==> src/rtl/icache_pkg.sv <==
// Shared line geometry, FSM state type and write-port record for the I-cache refill path.
// VA_BITS defaults to 32 when the build does not define it.
`ifndef VA_BITS
`define VA_BITS 32
`endif

package icache_pkg;

    localparam int IC_LINE_BYTES = 16;
    localparam int IC_WORD_BYTES = 8;
    localparam int IC_BEATS      = IC_LINE_BYTES / IC_WORD_BYTES;
    localparam int IC_TAG_LSB    = 10;
    localparam int IC_IDX_LSB    = 4;

    typedef enum logic [2:0] {
        IDLE  = 3'd0,
        REQ   = 3'd1,
        BEATS = 3'd2,
        DRAIN = 3'd3,
        DONE  = 3'd4
    } refill_state_t;

    typedef struct packed {
        logic [`VA_BITS-1:0] addr;
        logic [63:0]         dat;
    } cache_wr_t;

    // Byte address of one 8-byte word within a line; the line bits pass through untouched.
    function automatic logic [`VA_BITS-1:0] word_addr(input logic [`VA_BITS-5:0] line,
                                                     input logic                word);
        return {line, word, 3'b000};
    endfunction

endpackage

==> src/rtl/icache_refill.sv <==
// Purpose: fetches a missing 16-byte I-cache line as two 64-bit beats and writes them into the cache.
// Latency: each accepted beat is written one cycle later; refill_done follows the last write by one cycle.
// Backpressure: mem_req held until mem_gnt; beats have no backpressure; fetch is stalled via refill_busy.
// Optional build macro ICACHE_REFILL_CRITICAL_FIRST_EN: critical word first (wrap order) plus crit_vld.
module icache_refill (
    input  logic                clk,
    input  logic                reset_n,
    input  logic                miss_req,
    input  logic [`VA_BITS-1:0] miss_addr,
    input  logic                flush,
    output logic                mem_req,
    output logic [31:0]         mem_addr,
    input  logic                mem_gnt,
    input  logic                mem_rvalid,
    input  logic [63:0]         mem_rdata,
    output logic                write_ff,
    output logic [`VA_BITS-1:0] write_addr_ff,
    output logic [63:0]         write_data_ff,
`ifdef ICACHE_REFILL_CRITICAL_FIRST_EN
    output logic                crit_vld,
`endif
    output logic                refill_busy,
    output logic                refill_done
);

    import icache_pkg::*;

    localparam int LINE_BYTES = IC_LINE_BYTES;
    localparam int BEATS      = LINE_BYTES / IC_WORD_BYTES;
    localparam int CW         = (BEATS > 1) ? $clog2(BEATS) : 1;
    localparam logic [CW-1:0] LAST_BEAT = CW'(BEATS - 1);

    refill_state_t         state;
    logic [`VA_BITS-5:0]   line_q;
    logic                  first_q;
    logic [CW-1:0]         beat_cnt;
    logic                  wr_vld;
    cache_wr_t             wr_q;
    logic                  done_q;
    logic                  miss_first;
    logic [`VA_BITS-1:0]   req_addr;
    logic [3:0]            unused_miss_low;

`ifdef ICACHE_REFILL_CRITICAL_FIRST_EN
    logic                  crit_q;
    assign miss_first = miss_addr[3];
`else
    assign miss_first = 1'b0;
`endif

    // Byte offset bits only steer the word select; the rest are don't-care here.
    assign unused_miss_low = miss_addr[3:0];

    always_ff @(posedge clk or negedge reset_n) begin
        if (!reset_n) begin
            state    <= IDLE;
            line_q   <= '0;
            first_q  <= 1'b0;
            beat_cnt <= '0;
            wr_vld   <= 1'b0;
            wr_q     <= '0;
            done_q   <= 1'b0;
`ifdef ICACHE_REFILL_CRITICAL_FIRST_EN
            crit_q   <= 1'b0;
`endif
        end else begin
            wr_vld <= 1'b0;
            done_q <= 1'b0;
`ifdef ICACHE_REFILL_CRITICAL_FIRST_EN
            crit_q <= 1'b0;
`endif
            case (state)
                IDLE: begin
                    // The refill_done cycle still counts as busy, so a miss waits one more cycle.
                    if (miss_req && !flush && !done_q) begin
                        line_q  <= miss_addr[`VA_BITS-1:4];
                        first_q <= miss_first;
                        state   <= REQ;
                    end
                end
                REQ: begin
                    if (mem_gnt) begin
                        beat_cnt <= '0;
                        state    <= flush ? DRAIN : icache_pkg::BEATS;
                    end else if (flush) begin
                        state <= IDLE;
                    end
                end
                icache_pkg::BEATS: begin
                    if (mem_rvalid) begin
                        beat_cnt <= beat_cnt + 1'b1;
                        if (!flush) begin
                            wr_vld    <= 1'b1;
                            wr_q.addr <= word_addr(line_q, first_q ^ beat_cnt[0]);
                            wr_q.dat  <= mem_rdata;
`ifdef ICACHE_REFILL_CRITICAL_FIRST_EN
                            crit_q    <= (beat_cnt == '0);
`endif
                        end
                        // A flush on the final beat leaves nothing to drain.
                        if (beat_cnt == LAST_BEAT) begin
                            state <= flush ? IDLE : DONE;
                        end else if (flush) begin
                            state <= DRAIN;
                        end
                    end else if (flush) begin
                        state <= DRAIN;
                    end
                end
                DRAIN: begin
                    if (mem_rvalid) begin
                        beat_cnt <= beat_cnt + 1'b1;
                        if (beat_cnt == LAST_BEAT) begin
                            state <= IDLE;
                        end
                    end
                end
                DONE: begin
                    done_q <= 1'b1;
                    state  <= IDLE;
                end
                default: state <= IDLE;
            endcase
        end
    end

    assign req_addr      = word_addr(line_q, first_q);
    assign mem_req       = (state == REQ);
    assign mem_addr      = req_addr[31:0];
    assign write_ff      = wr_vld;
    assign write_addr_ff = wr_q.addr;
    assign write_data_ff = wr_q.dat;
    assign refill_busy   = (state != IDLE) || done_q;
    assign refill_done   = done_q;
`ifdef ICACHE_REFILL_CRITICAL_FIRST_EN
    assign crit_vld      = crit_q;
`endif

endmodule

==> config.mk <==
export PLATFORM = sky130hd
export DESIGN_NAME = icache_refill
export DESIGN_NICKNAME = d
export VERILOG_FILES = /design/src/rtl/icache_pkg.sv /design/src/rtl/icache_refill.sv
export SDC_FILE = /design/constraint.sdc
export NUM_CORES = 1
export LEC_CHECK = 0
export CORE_MARGIN = 1
export CORE_UTILIZATION = 41
export CTS_CLUSTER_DIAMETER = 40
export CTS_CLUSTER_SIZE = 14
export DETAILED_ROUTE_END_ITERATION = 8
export GPL_ROUTABILITY_DRIVEN = 0
export PLACE_DENSITY_LB_ADDON = 0.08
export SYNTH_ARGS = -nofsm -noshare
export SYNTH_HDL_FRONTEND = slang
export SYNTH_SLANG_ARGS = --single-unit
==> constraint.sdc <==
create_clock -name clk -period 2.7 [get_ports clk]
set_input_delay 0.675 -clock clk [delete_from_list [all_inputs] [get_ports clk]]
set_output_delay 0.675 -clock clk [all_outputs]
set_load 0.01 [all_outputs]
pins.png
Drawn at 4 px/um. Pins as bars across the die edge, other pins in grey.
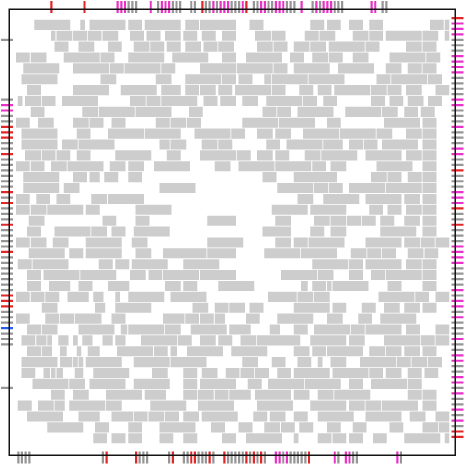
colour	port	pins	direction	edge
magenta	mem_rdata	64	input	31 east, 24 north, 7 south, 2 west
red	mem_addr	32	output	11 south, 11 west, 6 east, 4 north
blue	mem_req	1	output	west
all pins by edge	78 east, 57 north, 51 south, 48 west
die boundary height: 111 um
die x size: 111 um
number of port buffers: 222

zoom.png
Window x 43 to 68, y 21 to 46 um. Cells in grey, sequential cells in the stronger grey; small squares are vias.
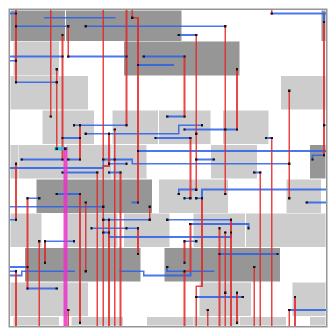
colour	layer
blue	met1
cyan	met3
red	met2
magenta	met4
most frequent	clkdlybuf4s50_1 (9), dfrtp_1 (5), mux2_2 (4)
cells with their middle in the window	25
sequential cells in the window	5
netlist names of flops here include	write_addr_ff (3), line_q (2)

registers.png
Drawn at 2 px/um. Other sequential cells in the stronger grey, the rest of the logic in the fainter grey.
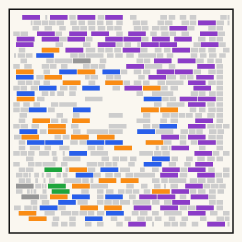
colour	netlist name	flops
orange	write_addr_ff	29
purple	write_data_ff	64
green	state	3
blue	line_q	28
not coloured	3
sequential cell power: 0.00336 W
fraction of the core area covered by cells at the end of the flow: 0.683

final_congestion.png
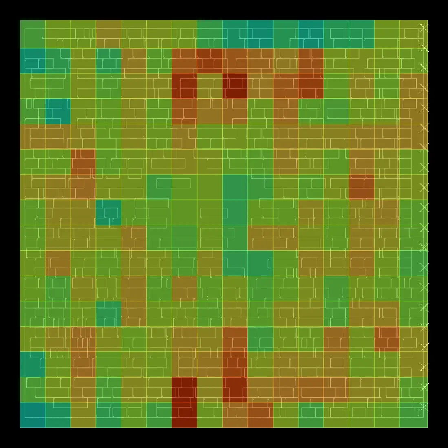
GRT busiest layer: met2
met3 Resource Use GR: 0.0929

==> out/metrics.json <==
{
  "top_delay_family_on_crit_path": "simple AND/OR/NAND/NOR gates",
  "worst_setup_path_startpoint": "state[2]",
  "fillerInstances": 862,
  "rsz_0062_raised_after_global_routing": "no",
  "ir_drop_mv": 0.537,
  "synth.yosys.num_cells": 290,
  "run_status": "finished, violations left",
  "synth_sequential_area_ratio": 0.651,
  "floorplan.die_area_um2": 12400,
  "dpl.cell_count": 653,
  "groute.usage.overall": 0.200,
  "num_io_pins": 234,
  "layout.area.seq_um2": 3180,
  "post-synth-top-count-cell": "sky130_fd_sc_hd__dfrtp_1",
  "failed_checks": "design-rule violations",
  "highest_net_fanout_along_the_worst_path": 8,
  "n_clock_buffer": 22,
  "htree_num_levels": 4,
  "drcViolationCount": 40,
  "hold_crit_path_type": "input port to async pin",
  "synth_adder_area_share": 0,
  "route.vias.total": 3250
}
Power is estimated from default activity; no workload was simulated.
